### Selected gate families, run 1

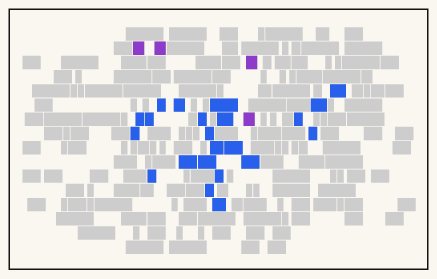
### Signal wires on met2, run 1

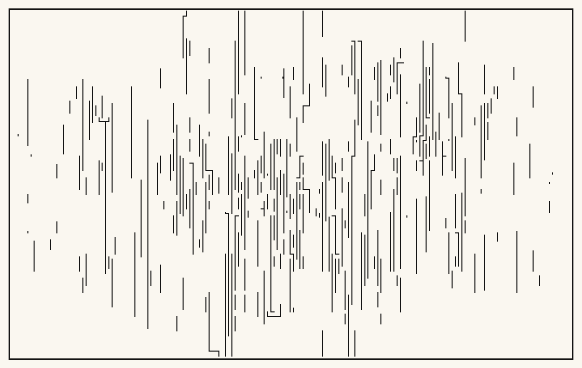
### Met1 routing, run 1

Scale bar: 20 um. Supply wires on this layer in gray.
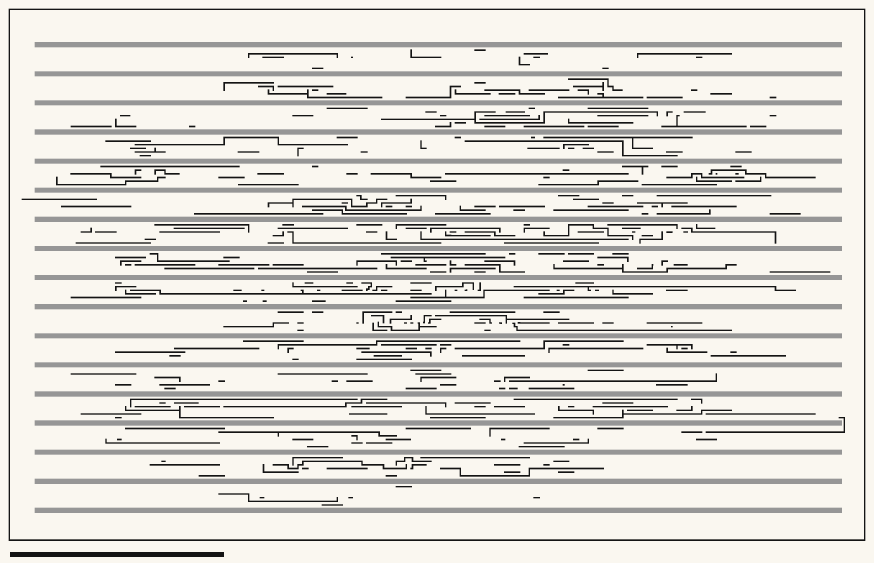
===== config.mk =====
export PLATFORM = sky130hd
export DESIGN_NAME = comp_nibble_readout
export DESIGN_NICKNAME = d
export VERILOG_FILES = /design/src/rtl/comp_nibble_readout.sv
export SDC_FILE = /design/constraint.sdc
export NUM_CORES = 1
export LEC_CHECK = 0
export CAP_MARGIN = 20
export CORE_ASPECT_RATIO = 0.6
export CORE_MARGIN = 2
export CORE_UTILIZATION = 45
export DETAILED_ROUTE_END_ITERATION = 10
export PLACE_DENSITY = 0.7
export SLEW_MARGIN = 0
export SYNTH_ARGS = -nofsm -noshare
export SYNTH_HDL_FRONTEND = slang
export SYNTH_SLANG_ARGS = --single-unit

===== constraint.sdc =====
create_clock -name clk -period 2.2 [get_ports clk]
set_clock_uncertainty 0.05 [all_clocks]
set_input_delay 0.44 -clock clk [delete_from_list [all_inputs] [get_ports clk]]
set_output_delay 0.44 -clock clk [all_outputs]
set_load 0.01 [all_outputs]

===== src/rtl/comp_nibble_readout.sv =====
// Plays captured comparator operands A/B and their comparison result back on a 4-LED bank,
// one nibble per debounced press of a raw pushbutton.
module comp_nibble_readout #(
    parameter int DEB_CYCLES = 16,
    parameter bit SIGNED_CMP = 1'b0
) (
    input  logic       clk,
    input  logic       rst_n,
    input  logic       load,
    input  logic [7:0] a,
    input  logic [7:0] b,
    input  logic       pb_raw,
    output logic [3:0] led,
    output logic [2:0] idx,
    output logic       valid,
    output logic       wrap
);

    localparam int CW = (DEB_CYCLES > 2) ? $clog2(DEB_CYCLES) : 1;

    typedef enum logic [0:0] {
        ST_IDLE = 1'b0,
        ST_SHOW = 1'b1
    } state_t;

    state_t          r_state;
    state_t          w_state_nx;
    logic [2:0]      r_idx;
    logic [2:0]      w_idx_nx;
    logic            w_wrap_nx;
    logic            r_sync1;
    logic            r_sync2;
    logic            r_deb;
    logic            r_deb_d;
    logic [CW-1:0]   r_cnt;
    logic [7:0]      r_a;
    logic [7:0]      r_b;
    logic            r_valid;
    logic            r_wrap;
    logic [3:0]      r_led;
    logic            w_step;
    logic            w_lt;
    logic            w_eq;
    logic            w_gt;
    logic [3:0]      w_result;

    function automatic logic [3:0] sel_nibble(input logic [2:0] sel, input logic [7:0] qa,
                                              input logic [7:0] qb, input logic [3:0] res);
        case (sel)
            3'd0:    return qa[3:0];
            3'd1:    return qa[7:4];
            3'd2:    return qb[3:0];
            3'd3:    return qb[7:4];
            3'd4:    return res;
            default: return 4'd0;
        endcase
    endfunction

    // Button synchronizer and debouncer; a level change needs DEB_CYCLES stable cycles
    always_ff @(posedge clk) begin
        if (!rst_n) begin
            r_sync1 <= 1'b0;
            r_sync2 <= 1'b0;
            r_deb   <= 1'b0;
            r_deb_d <= 1'b0;
            r_cnt   <= '0;
        end else begin
            r_sync1 <= pb_raw;
            r_sync2 <= r_sync1;
            r_deb_d <= r_deb;
            if (r_sync2 == r_deb) begin
                r_cnt <= '0;
            end else if (r_cnt == CW'(DEB_CYCLES - 1)) begin
                r_deb <= r_sync2;
                r_cnt <= '0;
            end else begin
                r_cnt <= r_cnt + CW'(1);
            end
        end
    end

    // Only the press edge of the debounced level advances playback
    assign w_step = r_deb & ~r_deb_d;

    // Magnitude comparison of the captured operands
    always_comb begin
        if (SIGNED_CMP) begin
            w_lt = ($signed(r_a) < $signed(r_b));
        end else begin
            w_lt = (r_a < r_b);
        end
        w_eq     = (r_a == r_b);
        w_gt     = ~w_lt & ~w_eq;
        w_result = {1'b0, w_lt, w_eq, w_gt};
    end

    // Playback next-state: load always restarts at A_lo and swallows a coincident step
    always_comb begin
        w_state_nx = r_state;
        w_idx_nx   = r_idx;
        w_wrap_nx  = 1'b0;
        case (r_state)
            ST_IDLE: begin
                if (load) begin
                    w_state_nx = ST_SHOW;
                    w_idx_nx   = 3'd0;
                end else begin
                    w_state_nx = ST_IDLE;
                    w_idx_nx   = 3'd7;
                end
            end
            ST_SHOW: begin
                if (load) begin
                    w_idx_nx = 3'd0;
                end else if (w_step) begin
                    if (r_idx == 3'd4) begin
                        w_idx_nx  = 3'd0;
                        w_wrap_nx = 1'b1;
                    end else begin
                        w_idx_nx = r_idx + 3'd1;
                    end
                end else begin
                    w_idx_nx = r_idx;
                end
            end
            default: begin
                w_state_nx = ST_IDLE;
                w_idx_nx   = 3'd7;
            end
        endcase
    end

    // Playback state, operand capture and LED register (LED follows idx one cycle later)
    always_ff @(posedge clk) begin
        if (!rst_n) begin
            r_state <= ST_IDLE;
            r_idx   <= 3'd7;
            r_wrap  <= 1'b0;
            r_a     <= 8'd0;
            r_b     <= 8'd0;
            r_valid <= 1'b0;
            r_led   <= 4'd0;
        end else begin
            r_state <= w_state_nx;
            r_idx   <= w_idx_nx;
            r_wrap  <= w_wrap_nx;
            r_led   <= sel_nibble(r_idx, r_a, r_b, w_result);
            if (load) begin
                r_a     <= a;
                r_b     <= b;
                r_valid <= 1'b1;
            end else begin
                r_a     <= r_a;
                r_b     <= r_b;
                r_valid <= r_valid;
            end
        end
    end

    assign led   = r_led;
    assign idx   = r_idx;
    assign valid = r_valid;
    assign wrap  = r_wrap;

endmodule

==> CHANGELOG.md, run 1 <==
### Implementation results

* Crit. End Element: output port
* Die X at 79.8 um
* Tally of OpenROAD warnings at 29
* CP startpoint kind: flip-flop
* Aggregate global routing overflow at 0
* Mapped Nets at 200
* Via/cell ratio at 5.13
* Storage cell area at 681 um^2
* Max-cap viol count at 0
* Area leader share at 43.9%
* CTS Buffer Depth at 2
* Syn. warnings at 0
* Dominant comb cell: simple AND/OR/NAND/NOR gates
* Top cells, area: dfxtp_1, ha_1, mux2i_1
* Gr usage total at 19.2%
* Layout cell share with drive strength beyond 1 at 6.00%
* Initial antenna violation count at 0
* Mapped Cells at 166
* Worst slew margin at 74.7%
* Synth async-reset ratio at 0%
* Dominant register cell: dfxtp_1
* Max stage delay on crit path at 0.61 ns
* Worst-path fanout max at 10
* Worst Hold Launch: r_deb_d
* Area grow syn2layout at 27.6%
* Drt first pass iters at 6
* Required time worst endpoint at 1.71 ns
* Yosys adder share at 11.3%
* Aoi share at 12.6%
* Clock root buffer: clkbuf_8
* Detailed Place HPWL at 2510 um
* Latency at later pin at 0.28 ns
* Area fraction in mux cells at 11.0%
* Distinct cells, synth at 29
* Hold Crit Class: reg2reg
* Setup-failing EPs final at 0
* Largest net degree at the start of global routing at 21
* Fillers at 304
* ANT nets after route at 0
* Class of the most critical setup path: reg2out
* Top cells excl fill/tap: dfxtp_1, nor2_1, clkdlybuf4s50_1
* Core area at 3280 um^2
* Setup Buffers After CTS at 0
* IO Port Bufs at 28
* PD cells at 680 nW/um^2
* Final #Nets at 233
* Comb area at 792 um^2
* Cell Rows at 16
* Antenna diode count at 0
* Slew @ Worst Pin at 0.379 ns
* Leakage at 0.892 nW
* Synth flops at 34
* Xor/xnor share at 1.69%
* Hold Buf Count CTS at 0
* Run status: finished clean
* Total CTS buffers at 5
* Crit path cell chain: clkdlybuf4s50_1
* Post-synth EDFFs at 0
* Maximum vdd drop at 0.379 mV
* Yosys Instances at 166
* I/O pins at 29
* First-pass GRT wire length at 5800 um
* Post-synth top area cell: dfxtp_1
* Clock transition at path regs at 0.06 ns
* Gpl congestion at 0.847
* Routed WL per cell at 13.6 um
* Vias in the first global route at 1240
* RR Startpoint: idx[1]
* Clk sinks at 34
* Post-Syn Area per Cell at 9.35 um^2
* Buf/Inv on CP at 1
* Post-Synth Simple-Gate Area at 14.5%
* Max-slew violations at 0
* Register share after synthesis at 43.9%
* Post-layout min period at 1.90 ns
* Initial DRC Count at 89
* Min Hold Slack at 0.374 ns
* Top cell family by delay on the critical path: buffers and inverters
* PostCTS Resize Cnt at 0
* CTS tree: built
* H-tree depth at 2
* Cell Area, Synth at 1550 um^2
* Die H at 49.5 um
* Fp util at 47.3%
* F_max at 525 MHz
* Final Hold Violation Tally at 0
* Critical Path AT at 1.41 ns
* Die ar. at 3950 um^2
* Setup TNS at 0 ns
* Max stage delay cell, worst path: clkdlybuf4s50_1
* Cycle use final at 86.6%
* RSZ-0062 raised after global routing: no
* Critical Path Source: idx[2]
## Picture notes: 'Selected gate families'
| color | family | cells | where |
|---|---|---|---|
| purple | and/or cells | 4 | top center |
| blue | aoi and oai cells | 22 | center |
Comb area share: 40.0%
Top cell excl fill/tap: dfxtp_1

## Picture notes: 'Signal wires on met2'
nets with wire on the layer: 184
longest straight run: 29.6 um
met2 Track Usage GR: 29.0%
final WL: 3320 um
routed vias: 1256

## Picture notes: 'Met1 routing'
nets with wire on the layer: 203
longest straight run: 25.3 um
met1 usage: 26.8%

[run 1: metal layers]
metal  up-vias  part of all wire, %  track usage (%)  routed length [um]
li1        639                    -                -                   -
met1       559                   48             26.8                1600
met2        54                   41             29.0                1370
met3         4                  9.1             5.49                 303
met4         0                  1.2             5.93                  41
met5         -                    0                0                   0
[run 1: flip-flops by register name, indices dropped and copies added, names as in the netlist]
signal   count
r_a          8
r_b          8
led          4
r_cnt        4
idx          3
r_deb        1
r_deb_d      1
r_state      1
r_sync1      1
r_sync2      1
valid        1
wrap         1
[run 1: worst paths after layout]
| kind | to | slack [ns] | cells past startpoint |
|---|---|---|---|
| max | idx[2] | 0.30 | 1 |
| min | wrap | 0.37 | 1 |
| max reg2reg | led[0] | 0.37 | 6 |
| min reg2reg | wrap | 0.37 | 1 |
[run 1: power breakdown]
| part | internal [mW] | switching (mW) |
|---|---|---|
| Combinational | 0.109 | 0.0960 |
| Sequential | 0.645 | 0.0306 |
| Clock | 0.252 | 0.214 |
[run 1: cells by family (layout without fill, tap and decap cells)]
family / Yosys count / in the layout
AND/OR/NAND/NOR: 52 / 52
AND-OR/OR-AND: 26 / 26
XOR/XNOR: 3 / 3
adder cells (fa/ha/maj): 14 / 14
buffers and inverters: 20 / 54
flip-flops: 34 / 34
multiplexers: 17 / 17
[run 1: Yosys cell counts, types with 2 or more instances]
cell type / instances
dfxtp_1: 34
nor2_1: 30
mux2i_1: 17
inv_1: 15
ha_1: 14
a21oi_1: 8
nand2_1: 8
a222oi_1: 4
nand3_1: 4
and2_1: 3
buf_2: 3
o21ai_0: 3
xor2_1: 3
a221o_1: 2
clkbuf_1: 2
nand4_1: 2
nor2b_1: 2
[run 1: stage by stage]
stage / util (%) / instance area [um^2] / setup slack [ns] / power, mW / std cells
3_5_place_dp: 57.5 / 1890 / 0.378 / 0.892 / 237
3_3_place_gp: 57.5 / 1890 / 0.400 / 0.883 / 237
5_1_grt: 60.3 / 1980 / 0.234 / 1.42 / 245
2_1_floorplan: - / 1550 / 0.547 / 0.805 / 166
4_1_cts: 60.3 / 1980 / 0.298 / 1.36 / 245
6_report: 60.3 / 1980 / 0.296 / 1.35 / 245
[run 1: layout make-up]
class / count / share of cell area (%)
multi-input combinational: 112 / 40.0
sequential: 34 / 34.4
timing repair buffer: 31 / 15.3
clock buffer: 7 / 4.36
inverter: 15 / 2.84
tap: 45 / 2.84
clock inverter: 1 / 0.253
==> run 2, diff against run 1 <==
Settings changed: CTS_CLUSTER_DIAMETER set to 50, HOLD_SLACK_MARGIN set to 0.02.
### Clock wiring as the flow saved it, run 2

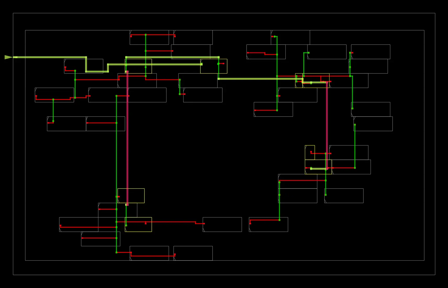
CLK BUF: 7
clk sinks: 34
clock network power: 0.466 mW
flop count: 34

### Signal wires on met2, run 2

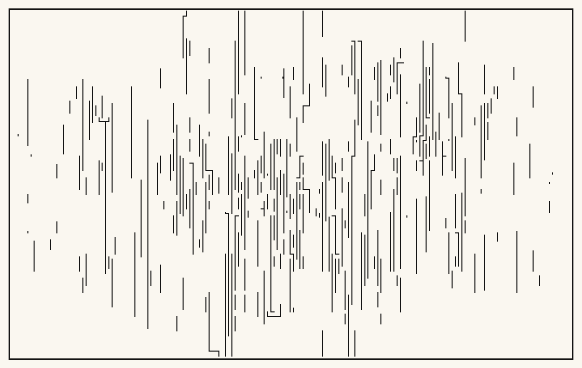
nets with wire on the layer: 184
main direction: vertical

==> CHANGELOG.md, run 2 <==
### Implementation results

* Critical Path AT at 1.41 ns (about the same)
* Largest regs: r_a (8), r_b (8) (unchanged)
* Hold Path Stages at 1 (unchanged)
* Via/cell ratio at 5.13 (unchanged)
* Cycle use final at 86.6% (unchanged)
* Critical Path Source: idx[2] (unchanged)
* Cell Rows at 16 (unchanged)
* Crit path cell chain: clkdlybuf4s50_1 (unchanged)
* First-pass GRT wire length at 5800 um (unchanged)
* Top cells, area: dfxtp_1, ha_1, mux2i_1 (unchanged)
* CP startpoint kind: flip-flop (unchanged)
* Max-slew violations at 0 (unchanged)
* Fp util at 47.3% (unchanged)
* RSZ-0062 raised after global routing: no (unchanged)
* Setup Buffers After CTS at 0 (unchanged)
* Required time worst endpoint at 1.71 ns (about the same)
* Drt first pass iters at 6 (unchanged)
* Buf/Inv on CP at 1 (unchanged)
* Hold Buf Count CTS at 0 (unchanged)
* Worst-path fanout max at 10 (unchanged)
* Clock root buffer: clkbuf_8 (unchanged)
* Endpoint, Worst Hold: wrap (unchanged)
* Top cells excl fill/tap: dfxtp_1, nor2_1, clkdlybuf4s50_1 (unchanged)
* Total CTS buffers at 5 (unchanged)
* Syn. warnings at 0 (unchanged)
* I/O pins at 29 (unchanged)
* Latency at later pin at 0.28 ns (about the same)
* Distinct cells, synth at 29 (unchanged)
* Post-Syn Area per Cell at 9.35 um^2 (unchanged)
* Maximum vdd drop at 0.379 mV (unchanged)
* Gpl congestion at 0.847 (unchanged)
* H-tree depth at 2 (unchanged)
* PostCTS Resize Cnt at 0 (unchanged)
* Largest net degree at the start of global routing at 21 (unchanged)
* Max stage delay cell, worst path: clkdlybuf4s50_1 (unchanged)
* Clock transition at path regs at 0.06 ns (about the same)
* CTS tree: built (unchanged)
* Die H at 49.5 um (unchanged)
* Die X at 79.8 um (unchanged)
* Top cell family by delay on the critical path: buffers and inverters (unchanged)
* Tally of OpenROAD warnings at 29 (unchanged)
* Final #Nets at 233 (unchanged)
* Post-layout min period at 1.90 ns (unchanged)
* IO Port Bufs at 28 (unchanged)
* Count leader, synth: dfxtp_1 (unchanged)
* Crit. End Element: output port (unchanged)
* Gr usage total at 19.2% (unchanged)
* Dominant register cell: dfxtp_1 (unchanged)
* Synth flops at 34 (unchanged)
* Run status: finished clean (unchanged)
* Max stage delay on crit path at 0.61 ns (about the same)
* Routed vias at 1256 (unchanged)
* PD cells at 680 nW/um^2 (unchanged)
* Slew @ Worst Pin at 0.379 ns (unchanged)
* F_max at 525 MHz (unchanged)
* Yosys Instances at 166 (unchanged)
* CTS Buffer Depth at 2 (unchanged)
* Layout cell share with drive strength beyond 1 at 6.00% (unchanged)
* Hold Crit Class: reg2reg (unchanged)
* Post-synth top cells: dfxtp_1, nor2_1, mux2i_1 (unchanged)
* Register share after synthesis at 43.9% (unchanged)
* Max-cap viol count at 0 (unchanged)
* Final Hold Violation Tally at 0 (unchanged)
* Worst Hold Launch: r_deb_d (unchanged)
* Setup TNS at 0 ns (unchanged)
* Die ar. at 3950 um^2 (unchanged)
* Leakage at 0.892 nW (unchanged)
* Top cell excl fill/tap: dfxtp_1 (unchanged)
* Area leader share at 43.9% (unchanged)
* ANT nets after route at 0 (unchanged)
* Post-synth EDFFs at 0 (unchanged)
* Core area at 3280 um^2 (unchanged)
* Mapped Cells at 166 (unchanged)
* Aggregate global routing overflow at 0 (unchanged)
* Synth async-reset ratio at 0% (unchanged)
* Detailed Place HPWL at 2510 um (unchanged)
* RR Startpoint: idx[1] (unchanged)
* Class of the most critical setup path: reg2out (unchanged)
* Antenna diode count at 0 (unchanged)
* Setup ws final at 0.296 ns (unchanged)
* Pre-CTS setup slack at 0.378 ns (unchanged)
* Area grow syn2layout at 27.6% (unchanged)
* Setup-failing EPs final at 0 (unchanged)
* Initial antenna violation count at 0 (unchanged)
==> run 2: cell counts after synthesis <==
No cell type changed its count.
==> run 2: worst max path at each step <==
stage	endpoint	slack, ns	depth (start not counted)
detailed placement	idx[2]	0.38	4
floorplan	led[0]	0.55	6
CTS	idx[2]	0.30	1
global route	idx[2]	0.23	1
finish	idx[2]	0.30	1
global placement	idx[2]	0.40	4
==> run 2: cell families after synthesis <==
logic type               count (synthesis)  share of synthesized area, %
multiplexers                            17                          11.0
AND/OR/NAND/NOR                         52                          14.5
flip-flops                              34                          43.9
AND-OR/OR-AND                           26                          12.6
buffers and inverters                   20                          5.08
XOR/XNOR                                 3                          1.69
adder cells (fa/ha/maj)                 14                          11.3
==> run 2: stage by stage <==
stage	std cells	power, mW	utilization (%)	hold slack (ns)	area [um^2]
floorplan	166	0.805	-	0.348	1550
global placement	237	0.883	57.5	0.364	1890
detailed placement	237	0.892	57.5	0.370	1890
CTS	245	1.36	60.3	0.380	1980
global route	245	1.42	60.3	0.413	1980
finish	245	1.35	60.3	0.374	1980
==> run 2: layout make-up <==
cell class	instances	area, um^2
Multi-Input combinational cell	112	792
Fill cell	304	1300
Tap cell	45	56.3
Sequential cell	34	681
Timing Repair Buffer	31	303
Clock buffer	7	86.3
Inverter	15	56.3
Clock inverter	1	5.00
==> run 2: per-layer routing <==
metal	track usage [%]	wire length [um]	part of all wire, %	vias up
met3	5.49	303	9.1	4
met5	0	0	0	-
met1	26.8	1600	48	559
met4	5.93	41	1.2	0
li1	-	-	-	639
met2	29.0	1370	41	54
==> run 2: power breakdown <==
group          internal, mW  switching [mW]  leakage [nW]  total [mW]
clock network         0.252           0.214        0.0482       0.466
logic                 0.109          0.0960         0.565       0.205
registers             0.645          0.0306         0.279       0.675
==> run 3, diff against run 2 <==
Settings changed: TNS_END_PERCENT set to 1.
### Selected gate families, run 3

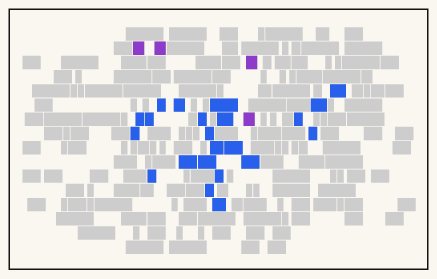
| color | family | cells | where |
|---|---|---|---|
| blue | aoi and oai cells | 22 | center |
| purple | and/or cells | 4 | top center |
Finished Layout Cells: 245

### The metal 3 layer, run 3

Scale bar: 20 um. Cells faint in the background.
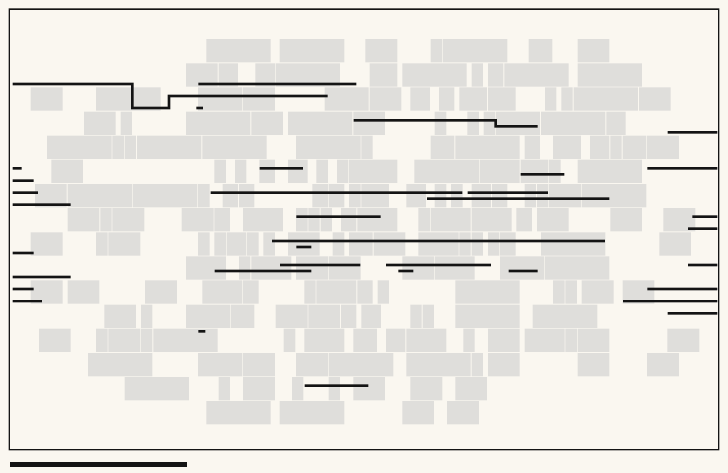
main direction: horizontal
wire length on this layer: 304 um
share of all routed wire: 9.1%
GR Layer Usage met3: 5.49%

==> CHANGELOG.md, run 3 <==
### Implementation results

* Worst-path fanout max at 10 (unchanged)
* Setup-failing EPs final at 0 (unchanged)
* Layout cell share with drive strength beyond 1 at 6.00% (unchanged)
* Final Hold Violation Tally at 0 (unchanged)
* Post-layout min period at 1.90 ns (unchanged)
* I/O pins at 29 (unchanged)
* Die ar. at 3950 um^2 (unchanged)
* Detailed Place HPWL at 2510 um (unchanged)
* Clock root buffer: clkbuf_8 (unchanged)
* Cell Rows at 16 (unchanged)
* Worst Hold Launch: r_deb_d (unchanged)
* First-pass GRT wire length at 5800 um (unchanged)
* Slew @ Worst Pin at 0.379 ns (unchanged)
* Top cells, area: dfxtp_1, ha_1, mux2i_1 (unchanged)
* Hold Path Stages at 1 (unchanged)
* Core area at 3280 um^2 (unchanged)
* Maximum vdd drop at 0.379 mV (unchanged)
* Run status: finished clean (unchanged)
* F_max at 525 MHz (unchanged)
* Yosys Instances at 166 (unchanged)
* Top cell family by delay on the critical path: buffers and inverters (unchanged)
* Via/cell ratio at 5.13 (unchanged)
* PostCTS Resize Cnt at 0 (unchanged)
* Gpl congestion at 0.847 (unchanged)
* Storage cell area at 681 um^2 (unchanged)
* Top cell excl fill/tap: dfxtp_1 (unchanged)
* Max-cap viol count at 0 (unchanged)
* YS chip area at 1550 um^2 (unchanged)
* Die H at 49.5 um (unchanged)
* Aggregate global routing overflow at 0 (unchanged)
* Fp util at 47.3% (unchanged)
* Cycle use final at 86.6% (unchanged)
* Post-synth EDFFs at 0 (unchanged)
* Synth flops at 34 (unchanged)
* Hold Crit Class: reg2reg (unchanged)
* Max-slew violations at 0 (unchanged)
* Syn. warnings at 0 (unchanged)
* Crit. End Element: output port (unchanged)
* Util after Layout at 60.3% (unchanged)
* PD cells at 680 nW/um^2 (unchanged)
* H-tree depth at 2 (unchanged)
* Buf/Inv on CP at 1 (unchanged)
* RR Startpoint: idx[1] (unchanged)
* Largest net degree at the start of global routing at 21 (unchanged)
* Max stage delay on crit path at 0.61 ns (about the same)
* Setup TNS at 0 ns (unchanged)
* Drt first pass iters at 6 (unchanged)
* Count leader, synth: dfxtp_1 (unchanged)
* ANT nets after route at 0 (unchanged)
* Final Cell Area at 1980 um^2 (unchanged)
* Latency at later pin at 0.28 ns (about the same)
* Final #Nets at 233 (unchanged)
* Required time worst endpoint at 1.71 ns (about the same)
* Post-synth top cells: dfxtp_1, nor2_1, mux2i_1 (unchanged)
* Leakage at 0.892 nW (unchanged)
* Mapped Cells at 166 (unchanged)
* Cell Area, Synth at 1550 um^2 (unchanged)
* Total CTS buffers at 5 (unchanged)
* Crit path cell chain: clkdlybuf4s50_1 (unchanged)
* RSZ-0062 raised after global routing: no (unchanged)
* Worst slew margin at 74.7% (unchanged)
* Synth async-reset ratio at 0% (unchanged)
* Routed WL per cell at 13.6 um (unchanged)
* IO Port Bufs at 28 (unchanged)
* Fillers at 304 (unchanged)
* Tally of OpenROAD warnings at 29 (unchanged)
* Class of the most critical setup path: reg2out (unchanged)
* Max stage delay cell, worst path: clkdlybuf4s50_1 (unchanged)
* Largest regs: r_a (8), r_b (8) (unchanged)
* CTS tree: built (unchanged)
* Hold Buf Count CTS at 0 (unchanged)
* Gr usage total at 19.2% (unchanged)
* CP startpoint kind: flip-flop (unchanged)
* Mapped Nets at 200 (unchanged)
* Clock transition at path regs at 0.06 ns (about the same)
* Die X at 79.8 um (unchanged)
* Dominant register cell: dfxtp_1 (unchanged)
* Clk sinks at 34 (unchanged)
* Setup Buffers After CTS at 0 (unchanged)
* Comb area at 792 um^2 (unchanged)
* Endpoint, Worst Hold: wrap (unchanged)
* Post-Syn Area per Cell at 9.35 um^2 (unchanged)
* Residual DRC at 0 (unchanged)
* Distinct cells, synth at 29 (unchanged)
* Worst R2R Path Depth at 6 (unchanged)
* Top cells excl fill/tap: dfxtp_1, nor2_1, clkdlybuf4s50_1 (unchanged)
* Initial DRC Count at 89 (unchanged)
* Final WL at 3320 um (unchanged)
* Critical Path AT at 1.41 ns (about the same)
* CTS Buffer Depth at 2 (unchanged)
* Initial antenna violation count at 0 (unchanged)
* R2R Path End: led[0] (unchanged)
* Area leader share at 43.9% (unchanged)
* R2R setup slack at 0.37 ns (about the same)
* Register share after synthesis at 43.9% (unchanged)
* Post-synth top area cell: dfxtp_1 (unchanged)
* Routed vias at 1256 (unchanged)
* Area grow syn2layout at 27.6% (unchanged)
* Vias in the first global route at 1240 (unchanged)
* DP Area at 1890 um^2 (unchanged)
* Antenna diode count at 0 (unchanged)
## run 3: layer usage
layer	routed length [um]	up-vias	track usage, %
met1	1600	559	26.8
met5	0	-	0
met3	303	4	5.49
met4	41	0	5.93
li1	-	639	-
met2	1370	54	29.0
## run 3: power by group
| part | internal (mW) | switching [mW] |
|---|---|---|
| Sequential | 0.645 | 0.0306 |
| Clock | 0.252 | 0.214 |
| Combinational | 0.109 | 0.0960 |
| Total | 1.01 | 0.341 |
## run 3: area by class of cell
type / instances / share of cell area (%)
Timing Repair Buffer: 31 / 15.3
Multi-Input combinational cell: 112 / 40.0
Tap cell: 45 / 2.84
Clock buffer: 7 / 4.36
Inverter: 15 / 2.84
Clock inverter: 1 / 0.253
Sequential cell: 34 / 34.4
## run 3: stage by stage
stage / setup slack (ns) / total power, mW / instances / hold WS, ns
finish: 0.296 / 1.35 / 245 / 0.374
global route: 0.234 / 1.42 / 245 / 0.413
CTS: 0.298 / 1.36 / 245 / 0.380
detailed placement: 0.378 / 0.892 / 237 / 0.370
global placement: 0.400 / 0.883 / 237 / 0.364
floorplan: 0.547 / 0.805 / 166 / 0.348
## run 3: cells by family after synthesis
group	synth area share (%)
adder cells (fa/ha/maj)	11.3
AND/OR/NAND/NOR	14.5
AND-OR/OR-AND	12.6
XOR/XNOR	1.69
flip-flops	43.9
buffers and inverters	5.08
multiplexers	11.0
## run 3: how the worst max path moves through the flow
stage / from / end / cells after the start
final: idx[2] / idx[2] / 1
after global routing: idx[2] / idx[2] / 1
after CTS: idx[2] / idx[2] / 1
after detailed placement: load / idx[2] / 4
after global placement: load / idx[2] / 4
after floorplan: idx[1] / led[0] / 6
No activity file was given, so power comes from the tool's default toggle rates.
